--- src/rtl/nibble_serial_subtractor_pkg.sv ---
// Shared definitions for the nibble-serial subtractor.
// Contents:
//   state_t    - controller state encoding (IDLE, RUN, DONE)
//   WIDTH_DEF  - default operand/result width
//   SLICE_DEF  - default bits processed per clock
//   NSLICE     - number of slices per operation at the defaults
package nibble_serial_subtractor_pkg;

    typedef enum logic [1:0] {
        IDLE = 2'd0,
        RUN  = 2'd1,
        DONE = 2'd2
    } state_t;

    localparam int WIDTH_DEF = 16;
    localparam int SLICE_DEF = 4;
    localparam int NSLICE    = WIDTH_DEF / SLICE_DEF;

endpackage

--- src/rtl/nibble_serial_subtractor_slice.sv ---
// Combinational SLICE-bit ripple-borrow subtractor: d = a - b - bi.
// Subtraction counterpart of the 4-bit adder slice.
// Ports:
//   a  [SLICE-1:0] in   minuend slice
//   b  [SLICE-1:0] in   subtrahend slice
//   bi             in   borrow-in
//   d  [SLICE-1:0] out  difference slice
//   bo             out  borrow-out (1 when a < b + bi)
module four_bit_subtractor
    import nibble_serial_subtractor_pkg::*;
#(
    parameter int SLICE = SLICE_DEF
) (
    input  logic [SLICE-1:0] a,
    input  logic [SLICE-1:0] b,
    input  logic             bi,
    output logic [SLICE-1:0] d,
    output logic             bo
);

    // br[i] is the borrow into bit i; br[SLICE] leaves the slice.
    logic [SLICE:0] br;

    always_comb begin
        br    = '0;
        d     = '0;
        br[0] = bi;
        for (int i = 0; i < SLICE; i++) begin
            d[i]    = a[i] ^ b[i] ^ br[i];
            // Borrow when a bit is 0 against a 1, or the bits match and a
            // borrow is already coming in.
            br[i+1] = (~a[i] & b[i]) | (~(a[i] ^ b[i]) & br[i]);
        end
        bo = br[SLICE];
    end

endmodule

--- src/rtl/nibble_serial_subtractor.sv ---
// Multi-cycle subtractor: d = a - b - bi, one SLICE-bit slice per clock,
// least-significant slice first, behind a start/busy/done handshake.
// Handshake: start is accepted only in IDLE (a, b, bi latched on that edge);
// busy is high for the WIDTH/SLICE RUN cycles; done pulses for one cycle when
// d, bo and ov are valid. start is ignored while busy or during done.
// Ports:
//   clk           in   clock, rising edge
//   rst           in   synchronous active-high reset
//   start         in   request a new operation
//   a, b [WIDTH]  in   minuend / subtrahend
//   bi            in   borrow-in
//   busy          out  operation in progress
//   done          out  one-cycle result-valid pulse
//   d [WIDTH]     out  difference modulo 2^WIDTH
//   bo            out  unsigned borrow-out
//   ov            out  signed overflow
// WIDTH must be a multiple of SLICE.
module nibble_serial_subtractor
    import nibble_serial_subtractor_pkg::*;
#(
    parameter int WIDTH = WIDTH_DEF,
    parameter int SLICE = SLICE_DEF
) (
    input  logic             clk,
    input  logic             rst,
    input  logic             start,
    input  logic [WIDTH-1:0] a,
    input  logic [WIDTH-1:0] b,
    input  logic             bi,
    output logic             busy,
    output logic             done,
    output logic [WIDTH-1:0] d,
    output logic             bo,
    output logic             ov
);

    localparam int NS   = WIDTH / SLICE;
    localparam int IDXW = (NS > 1) ? $clog2(NS) : 1;
    localparam logic [IDXW-1:0] LAST_IDX = IDXW'(NS - 1);

    state_t state, state_next;

    logic [WIDTH-1:0] a_q, b_q;
    logic             borrow_q;
    logic [IDXW-1:0]  idx;

    logic [SLICE-1:0] a_slice, b_slice, slice_d;
    logic             slice_bo;
    logic             last_slice;

    assign a_slice    = a_q[int'(idx)*SLICE +: SLICE];
    assign b_slice    = b_q[int'(idx)*SLICE +: SLICE];
    assign last_slice = (idx == LAST_IDX);

    four_bit_subtractor #(.SLICE(SLICE)) u_slice (
        .a  (a_slice),
        .b  (b_slice),
        .bi (borrow_q),
        .d  (slice_d),
        .bo (slice_bo)
    );

    // State register
    always_ff @(posedge clk) begin
        if (rst) state <= IDLE;
        else     state <= state_next;
    end

    // Next-state logic
    always_comb begin
        state_next = state;
        case (state)
            IDLE:    if (start)      state_next = RUN;
            RUN:     if (last_slice) state_next = DONE;
            DONE:                    state_next = IDLE;
            default:                 state_next = IDLE;
        endcase
    end

    // Outputs decoded from state
    always_comb begin
        busy = (state == RUN);
        done = (state == DONE);
    end

    // Datapath
    always_ff @(posedge clk) begin
        if (rst) begin
            a_q      <= '0;
            b_q      <= '0;
            borrow_q <= 1'b0;
            idx      <= '0;
            d        <= '0;
            bo       <= 1'b0;
            ov       <= 1'b0;
        end else begin
            case (state)
                IDLE: begin
                    if (start) begin
                        a_q      <= a;
                        b_q      <= b;
                        borrow_q <= bi;
                        idx      <= '0;
                        d        <= '0;
                        bo       <= 1'b0;
                        ov       <= 1'b0;
                    end
                end
                RUN: begin
                    d[int'(idx)*SLICE +: SLICE] <= slice_d;
                    borrow_q <= slice_bo;
                    idx      <= idx + 1'b1;
                    // The last slice carries the result MSB, so the flags can
                    // be registered here and be valid during the done cycle.
                    if (last_slice) begin
                        bo <= slice_bo;
                        ov <= (a_q[WIDTH-1] != b_q[WIDTH-1]) &&
                              (slice_d[SLICE-1] != a_q[WIDTH-1]);
                    end
                end
                default: ;
            endcase
        end
    end

endmodule

--- config.mk ---
export PLATFORM = sky130hd
export DESIGN_NAME = nibble_serial_subtractor
export DESIGN_NICKNAME = d
export VERILOG_FILES = /design/src/rtl/nibble_serial_subtractor_pkg.sv /design/src/rtl/nibble_serial_subtractor_slice.sv /design/src/rtl/nibble_serial_subtractor.sv
export SDC_FILE = /design/constraint.sdc
export NUM_CORES = 1
export LEC_CHECK = 0
export CORE_MARGIN = 10
export CORE_UTILIZATION = 45
export CTS_CLUSTER_SIZE = 28
export DETAILED_ROUTE_END_ITERATION = 7
export GPL_ROUTABILITY_DRIVEN = 0
export PLACE_DENSITY = 0.81
export REMOVE_ABC_BUFFERS = 1
export SLEW_MARGIN = 20
export SYNTH_ARGS = -nofsm -noshare
export SYNTH_HDL_FRONTEND = slang
export SYNTH_SLANG_ARGS = --single-unit
--- constraint.sdc ---
create_clock -name clk -period 2.9 [get_ports clk]
set_clock_uncertainty 0.05 [all_clocks]
set_input_delay 0.29 -clock clk [delete_from_list [all_inputs] [get_ports clk]]
set_output_delay 0.29 -clock clk [all_outputs]
set_load 0.01 [all_outputs]
==> run_1/layer_met1.png <==
The bar under the picture is 20 um long. Supply wires on this layer in grey. Cells faint in the background.
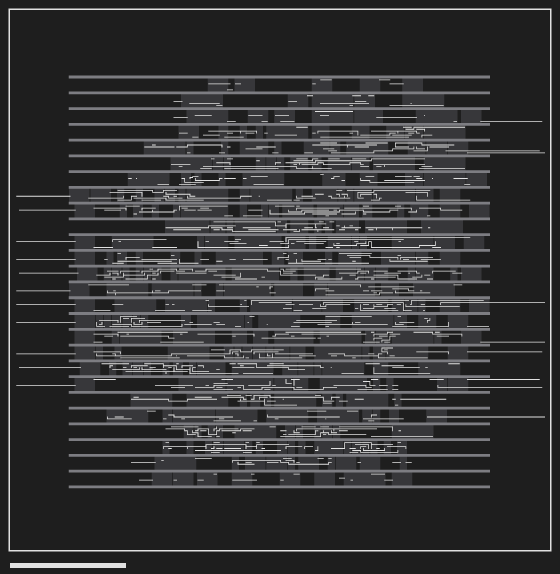
- wire length on this layer: 2490 um
- main direction: horizontal
met1 GRT Util: 0.165
Routed WL: 5.53 mm
detailed-route via count: 1978

==> run_1/congestion.png <==
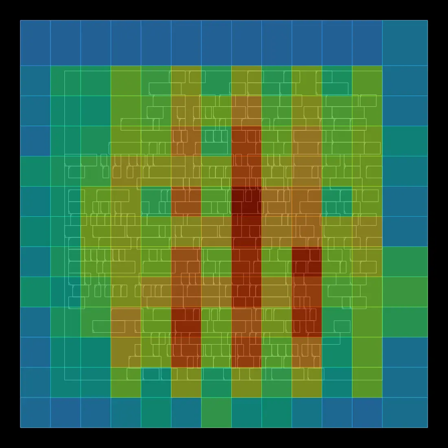
met3 Use GR: 0.0400
wire per inst: 14.4 um
Final Util: 0.612

==> summary.txt, run 1 <==
flow finished, numbers: outcome finished, final reports clean, Filler Cell Count about 480, Worst slew margin 0.625, Via density 5.14, area of the core 5140 um2, Max Slew Vio Count 0, Crit Path Max Fanout 4, total track usage 0.129, Unique cell types 34, num ports ~56, cycle use final 0.972, pwr dens 478 nW/um2, overall power ~1.5 mW, CTS buffer count 5, DRC violations left 0, Finish-stage setup viols 0, Setup TNS 0 ps, vias in the first global route 1972, GR Overflow Total 0, ant diodes 0, Fmax 355 MHz, Hold WC Path Type in2reg, starting density of the core 0.469, Startpoint Class flop
==> run_1/detail.png <==
The bar under the picture is 10 um long. Region (27, 8) to (67, 48) um. Cells in grey, sequential cells in the stronger grey; small squares are vias.
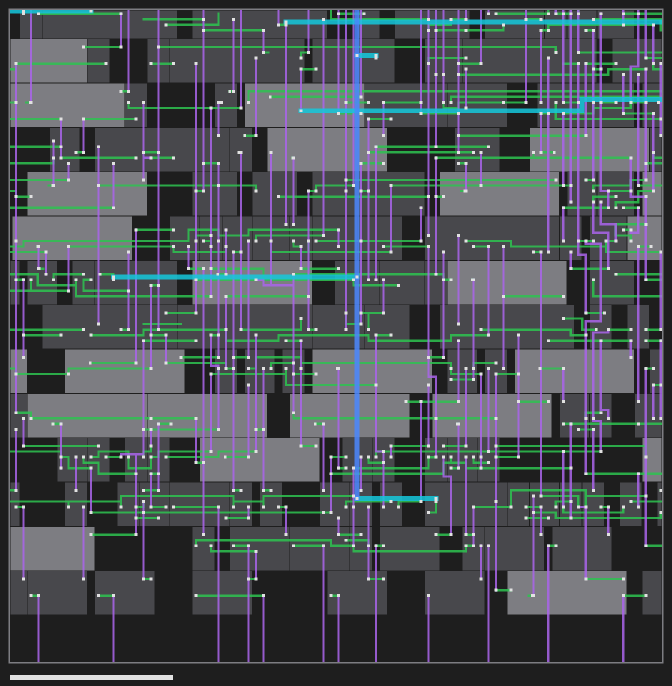
- cyan: metal 3
- green: metal 1
- purple: metal 2
- blue: metal 4
- netlist names of flops here include: b_q (9), a_q (7), state (2)
- cells with their middle in the window: 122
- most frequent: nand2_1 (30), dfxtp_1 (20), a21oi_1 (16)
- sequential cells in the window: 20

-- run 1: routing by layer --
| metal | track usage | vias to the layer above | routed length (um) |
|---|---|---|---|
| met5 | 0 | - | 0 |
| met4 | 0.0463 | 0 | 73 |
| met3 | 0.0400 | 6 | 323 |
| met2 | 0.202 | 53 | 2640 |
| met1 | 0.165 | 928 | 2490 |
| li1 | - | 991 | - |
-- run 1: cell usage after synthesis (all sizes together) --
cell type	count
nand3	1
o21a	1
nand2	68
inv	15
a22o	12
nand4bb	1
nor2b	2
o2bb2ai	1
or4	1
clkbuf	9
ha	4
mux4	8
nor2	7
o21ai	1
o22ai	1
or3b	1
mux2	3
a221oi	1
a21oi	37
nand4	1
nand2b	6
fa	4
mux2i	3
dfxtp	55
buf	6
o21bai	1
nor4b	1
o32ai	4
nor3b	3
-- run 1: kinds of logic after synthesis --
family,share of synthesized area
fa+ha+maj,0.0540
mux,0.101
compound gates,0.159
simple gates,0.176
buf+inv,0.0519
flops,0.457
-- run 1: sequential cells by signal, summed over array words and instances, names as in the netlist --
signal / cells
state: 2
bo: 1
borrow_q: 1
idx: 2
a_q: 16
d: 16
b_q: 16
ov: 1
-- run 1: worst paths after layout --
path / from / slack [ps] / depth (start not counted) / endpoint
worst max-delay path: idx[0] / 80 / 11 / ov
worst max register to register: idx[0] / 80 / 11 / ov
worst min-delay path: rst / 390 / 2 / state[0]
worst min register to register: a_q[6] / 410 / 2 / a_q[6]
-- run 1: per-stage QoR --
stage | instance area, um2 | setup WS, ps | hold WS (ps)
finish | 3150 | 80.8 | 386
global route | 3150 | 0.366 | 417
CTS | 3140 | 31.7 | 381
detailed placement | 3040 | -50.0 | 397
global placement | 3040 | -18.7 | 391
floorplan | 2340 | -367 | 309
-- run 1: what timing repair did --
item / 4_1_cts / 5_1_grt
setup endpoints to repair: 4 / 4
buffers inserted: 1 / 0
gates resized: 7 / 3
pin swaps: 1 / 2
-- run 1: area by class of cell --
cell class / instances / area [um2] / area share
Sequential cell: 55 / 1100 / 0.350
Clock inverter: 1 / 5.00 / 0.00159
Timing Repair Buffer: 64 / 617 / 0.196
Multi-Input combinational cell: 173 / 1200 / 0.382
Clock buffer: 7 / 76.3 / 0.0243
Inverter: 15 / 56.3 / 0.0179
Tap cell: 70 / 87.6 / 0.0278
-- run 1: worst max-delay path, cell delays in order (launching register included) --
cell and delay, ps:
dfxtp_2 350, mux4_2 500, inv_2 70, fa_2 190, inv_2 40, fa_2 330
fa_2 340, inv_2 70, fa_2 470, nand2_1 100, o22ai_1 70, o2bb2ai_1 130
-- run 1: where the power goes --
group          internal (mW)  total, mW  switching (mW)
sequential             0.790      0.815          0.0246
clock                  0.170      0.404           0.234
combinational          0.145      0.285           0.140
==> run_1/sizes.png <==
The bar under the picture is 20 um long.
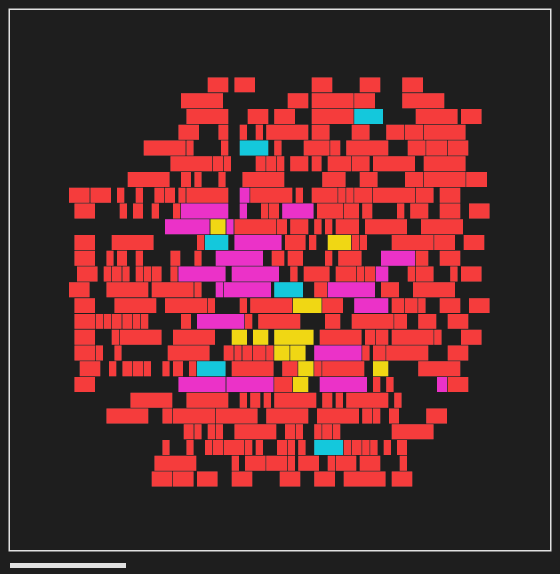

## Run 2: what changed since run 1
--- a/config.mk
+++ b/config.mk
@@ -6,11 +6,12 @@
 export NUM_CORES = 1
 export LEC_CHECK = 0
 export CORE_MARGIN = 10
-export CORE_UTILIZATION = 45
+export CORE_UTILIZATION = 46
+export CTS_BUF_LIST = sky130_fd_sc_hd__clkbuf_4
 export CTS_CLUSTER_SIZE = 28
 export DETAILED_ROUTE_END_ITERATION = 7
 export GPL_ROUTABILITY_DRIVEN = 0
-export PLACE_DENSITY = 0.81
+export PLACE_DENSITY = 0.82
 export REMOVE_ABC_BUFFERS = 1
 export SLEW_MARGIN = 20
 export SYNTH_ARGS = -nofsm -noshare
==> run_2/sizes.png <==
The bar under the picture is 20 um long.
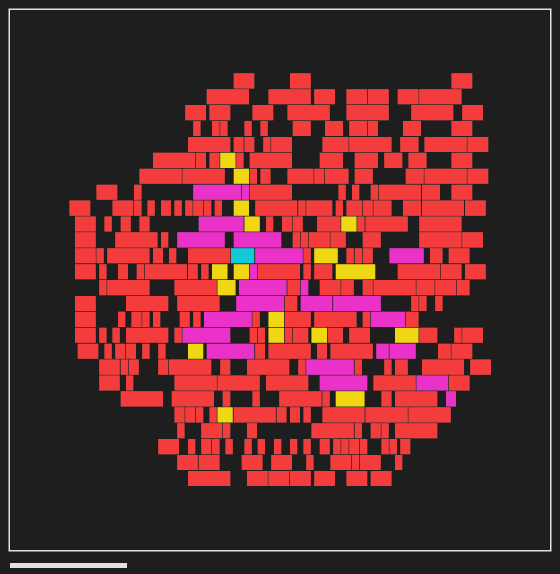
- yellow: _3 and _4 cells (cells 17; share 5.4%)
- red: _0 and _1 cells (cells 272; share 87%)
- cyan: _6 and larger (cells 1; share 0.32%)
- magenta: _2 cells (cells 23; share 7.3%)
Finished Cell Area: 3130 um2
synthesis-to-finish area growth: 29.8%
fin worst setup slack: 30.5 ps
number of non-clock buffers: 62

==> run 2 against run 1 <==
  * Count of clock-buffer cells in the layout is 1 lower
  * Register-to-register slack worse by 50 ps
  * Wire length fell by 0.16%
  * Clock power fell by 17%
  * Setup slack worse by 50 ps
  * First-iteration DRC count is 4.0% lower
  * Hold slack better by 7.6 ps
  * Critical path depth fell by 1
  * Core utilization about the same
  * Largest power group unchanged
==> summary.txt, run 2 <==
flow finished, numbers: pwr dens 462 nW/um2, Crit. Startpoint idx[0], area of the core 5110 um2, Finish-stage setup viols 0, ant diodes 0, Max Slew Vio Count 0, cycle use final 0.989, Main synth FF type dfxtp_1, Fmax 348 MHz, total track usage 0.129, detailed-route via count 1943, Crit Path Max Fanout 4, wire per inst 14.4 um, Clock transition at path regs 160 ps, clock tree sinks 55, Post-synth EDFFs 0, GR Overflow Total 0, top flop regs a_q x16, b_q x16, d x16, Startpoint Class flop, H-tree level count 2, Post-synth ARST share 0, die area approximately 8500 um2, Arr. time, crit path 3120 ps, Via density 5.07, vias in the first global route 2004, Routed WL 5.52 mm, Unique cell types 34, outcome finished, final reports clean, CTS buffer count 5, Hold WC Path Type in2reg, reg-to-reg endpoint d[3], starting density of the core 0.472, Core Rows 26, Placed Area between 3000 and 4000 um2, worst reg2reg path startpoint idx[0], top cells by count nand2_1, dfxtp_1, a21oi_1, Yosys top cell by instances nand2_1, R2R cell count 10
==> run 2: cell counts after synthesis <==
No cell type changed its count.
==> run 2: critical path: stages (launching register included) <==
cell and delay, ps:
dfxtp_2 380, buf_6 110, mux4_2 500, fa_2 350, inv_2 60, fa_2 190
fa_2 200, inv_2 40, fa_2 600, nor2_4 70, a22o_1 260
==> run 2: kinds of logic (layout without fill, tap and decap cells) <==
| family | Yosys count | in the layout | share of synthesized area |
|---|---|---|---|
| AOI/OAI and AO/OA | 59 | 59 | 0.159 |
| adders and majority gates | 8 | 8 | 0.0540 |
| buffers and inverters | 30 | 85 | 0.0519 |
| DFF | 55 | 55 | 0.457 |
| muxes | 14 | 14 | 0.101 |
| and+or+nand+nor | 92 | 92 | 0.176 |
==> run 2: how the worst min path moves through the flow <==
stage | end | slack (ps) | startpoint | depth (start not counted)
final | a_q[13] | 390 | a[13] | 3
after global routing | a_q[4] | 390 | a[4] | 3
after CTS | a_q[13] | 370 | a[13] | 3
after detailed placement | a_q[9] | 400 | a_q[9] | 2
after global placement | b_q[5] | 390 | b_q[5] | 2
after floorplan | a_q[0] | 310 | rst | 1
==> run 2: layout make-up <==
class | instances | area [um2]
tap | 70 | 87.6
inverter | 15 | 56.3
multi-input combinational | 173 | 1220
sequential | 55 | 1100
clock inverter | 2 | 12.5
fill | 460 | 1980
clock buffer | 6 | 45.0
timing repair buffer | 62 | 602
==> run 2: layer usage <==
metal / part of all wire / global-route usage / wire length (um)
met1: 0.43 / 0.150 / 2400
met2: 0.49 / 0.222 / 2720
met3: 0.059 / 0.0428 / 326
met4: 0.014 / 0.0360 / 78
met5: 0 / 0 / 0
==> run 2: through the flow <==
stage	utilization	total power [mW]	setup TNS (ps)	hold slack, ps	worst slack (ps)
after floorplan	-	0.980	-1870	309	-367
after global placement	0.589	1.09	-92.8	392	-36.4
after detailed placement	0.589	1.10	-278	397	-99.7
after CTS	0.605	1.45	0	374	2.93
after global routing	0.612	1.52	-165	385	-69.5
final	0.612	1.44	0	393	30.5
==> run 2: report_power, final <==
| part | switching, mW | internal [mW] |
|---|---|---|
| logic | 0.144 | 0.146 |
| registers | 0.0252 | 0.792 |
| clock network | 0.233 | 0.104 |
==> run 2: repair_timing <==
item	in CTS	in global routing
cloned	0	0
gates resized	8	6
hold buffers	0	0
endpoints found under the setup margin	5	6
buffers inserted	1	2
pin swaps	1	3
## Run 3: what changed since run 2
--- a/config.mk
+++ b/config.mk
@@ -8,7 +8,8 @@
 export CORE_MARGIN = 10
 export CORE_UTILIZATION = 46
 export CTS_BUF_LIST = sky130_fd_sc_hd__clkbuf_4
-export CTS_CLUSTER_SIZE = 28
+export CTS_CLUSTER_DIAMETER = 40
+export CTS_CLUSTER_SIZE = 14
 export DETAILED_ROUTE_END_ITERATION = 7
 export GPL_ROUTABILITY_DRIVEN = 0
 export PLACE_DENSITY = 0.82
==> run_3/detail.png <==
The bar under the picture is 10 um long. Region (26, 8) to (66, 48) um. Cells in grey, sequential cells in the stronger grey; small squares are vias.
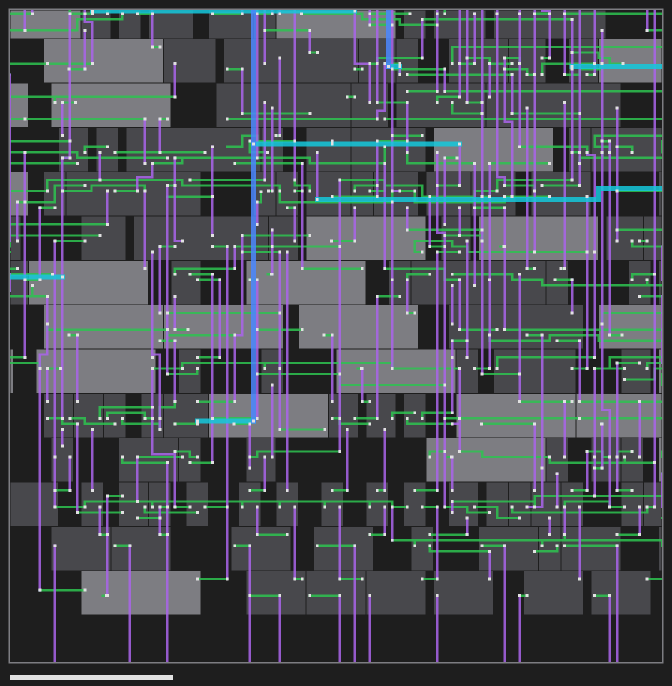
- green: metal 1
- purple: metal 2
- blue: metal 4
- cyan: metal 3
- cells with their middle in the window: 121
- sequential cells in the window: 21
- most frequent: nand2_1 (30), dfxtp_1 (21), a21oi_1 (17)
- netlist names of flops here include: b_q (9), a_q (7), state (2)

==> run 3 against run 2 <==
  * Combinational power about the same
  * Critical path depth stayed put
  * Sequential power about the same
  * Setup slack did not move
  * Sequential share of layout area unchanged
  * Global-route usage stayed put
  * Total power unchanged
  * First-iteration DRC count is the same
  * Via count is the same
==> summary.txt, run 3 <==
flow finished, numbers: Finished Cell Area 3130 um2, Logic cell area between 1000 and 1500 um2, outcome finished, final reports clean, Crit Path Max Fanout 4, total track usage 0.129, Arr. time, crit path approximately 3100 ps, GR Overflow Total 0, wire per inst 14.4 um, Fmax approximately 350 MHz, Post-synth EDFFs 0, Finish-stage setup viols 0, Via density a little over 5, H-tree level count 2, Placed Area 3010 um2, top flop regs a_q x16, b_q x16, d x16, synthesis-to-finish area growth 29.8%, Register Area 1100 um2, Worst slew margin 0.287, top cells by count nand2_1, dfxtp_1, a21oi_1, Main synth FF type dfxtp_1, vias in the first global route about 2.0k, pwr dens between 400 and 500 nW/um2, Critical-path top delay cell fa_2, DRC violations left 0, top cells by area dfxtp_1, nand2_1, a21oi_1, cycle use final 0.989, CTS buffer count 5, Routed WL 5.52 mm, starting density of the core 0.472, area of the core between 5000 and 6000 um2, Startpoint Class flop, hold_buf cts 0, Yosys top cell by instances nand2_1, detailed-route via count 1943, die area 8530 um2, worst-margin pin slew 1070 ps, Core Rows 26, num ports about 56, overall power around 1.4 mW, ant diodes 0, Worst path most repeated cell fa_2, Unique cell types 34, Max Slew Vio Count 0
run 3: cell counts in the layout (fill, tap and decap cells not counted):
Identical to the previous run, type by type.
run 3: power breakdown:
part | internal, mW | switching (mW) | total, mW
Sequential | 0.792 | 0.0252 | 0.817
Combinational | 0.146 | 0.144 | 0.290
Clock | 0.104 | 0.233 | 0.337
run 3: what timing repair did:
action,in CTS,in global routing
pin swaps,1,3
gates resized,8,6
endpoints found under the setup margin,5,6
buffers inserted,1,2
run 3: metrics by stage:
stage	worst slack [ps]	hold WS [ps]	setup TNS, ps	utilization
global route	-69.5	385	-165	0.612
finish	30.5	393	0	0.612
global placement	-36.4	392	-92.8	0.589
detailed placement	-99.7	397	-278	0.589
floorplan	-367	309	-1870	-
CTS	2.93	374	0	0.605
run 3: area by class of cell:
class,instances,area share
timing repair buffer,62,0.192
clock buffer,6,0.0144
inverter,15,0.0180
tap,70,0.0280
multi-input combinational,173,0.391
sequential,55,0.353
clock inverter,2,0.00400
run 3: routing by layer:
| metal | up-vias | wire length (um) | track usage |
|---|---|---|---|
| met5 | - | 0 | 0 |
| met1 | 906 | 2400 | 0.150 |
| met2 | 45 | 2720 | 0.222 |
| li1 | 984 | - | - |
| met4 | 0 | 78 | 0.0360 |
| met3 | 8 | 326 | 0.0428 |
run 3: final timing paths:
kind / start / to / slack (ps) / cells after the start
min reg2reg: a_q[11] / a_q[11] / 410 / 2
max: idx[0] / d[3] / 30 / 10
max reg2reg: idx[0] / d[3] / 30 / 10
min: a[13] / a_q[13] / 390 / 3
run 3: cell families (layout without fill, tap and decap cells):
group,Yosys count,count (layout),share of synthesized area
flops,55,55,0.457
fa+ha+maj,8,8,0.0540
mux,14,14,0.101
compound gates,59,59,0.159
buf+inv,30,85,0.0519
simple gates,92,92,0.176
run 3: worst max-delay path: cells and delay by family, from the launching register on:
family	cells	cell delay (ps)
muxes	1	500
adders and majority gates	4	1340
buffers and inverters	3	210
DFF	1	380
AOI/OAI and AO/OA	1	260
and+or+nand+nor	1	70
Power and IR drop assume default switching activity.
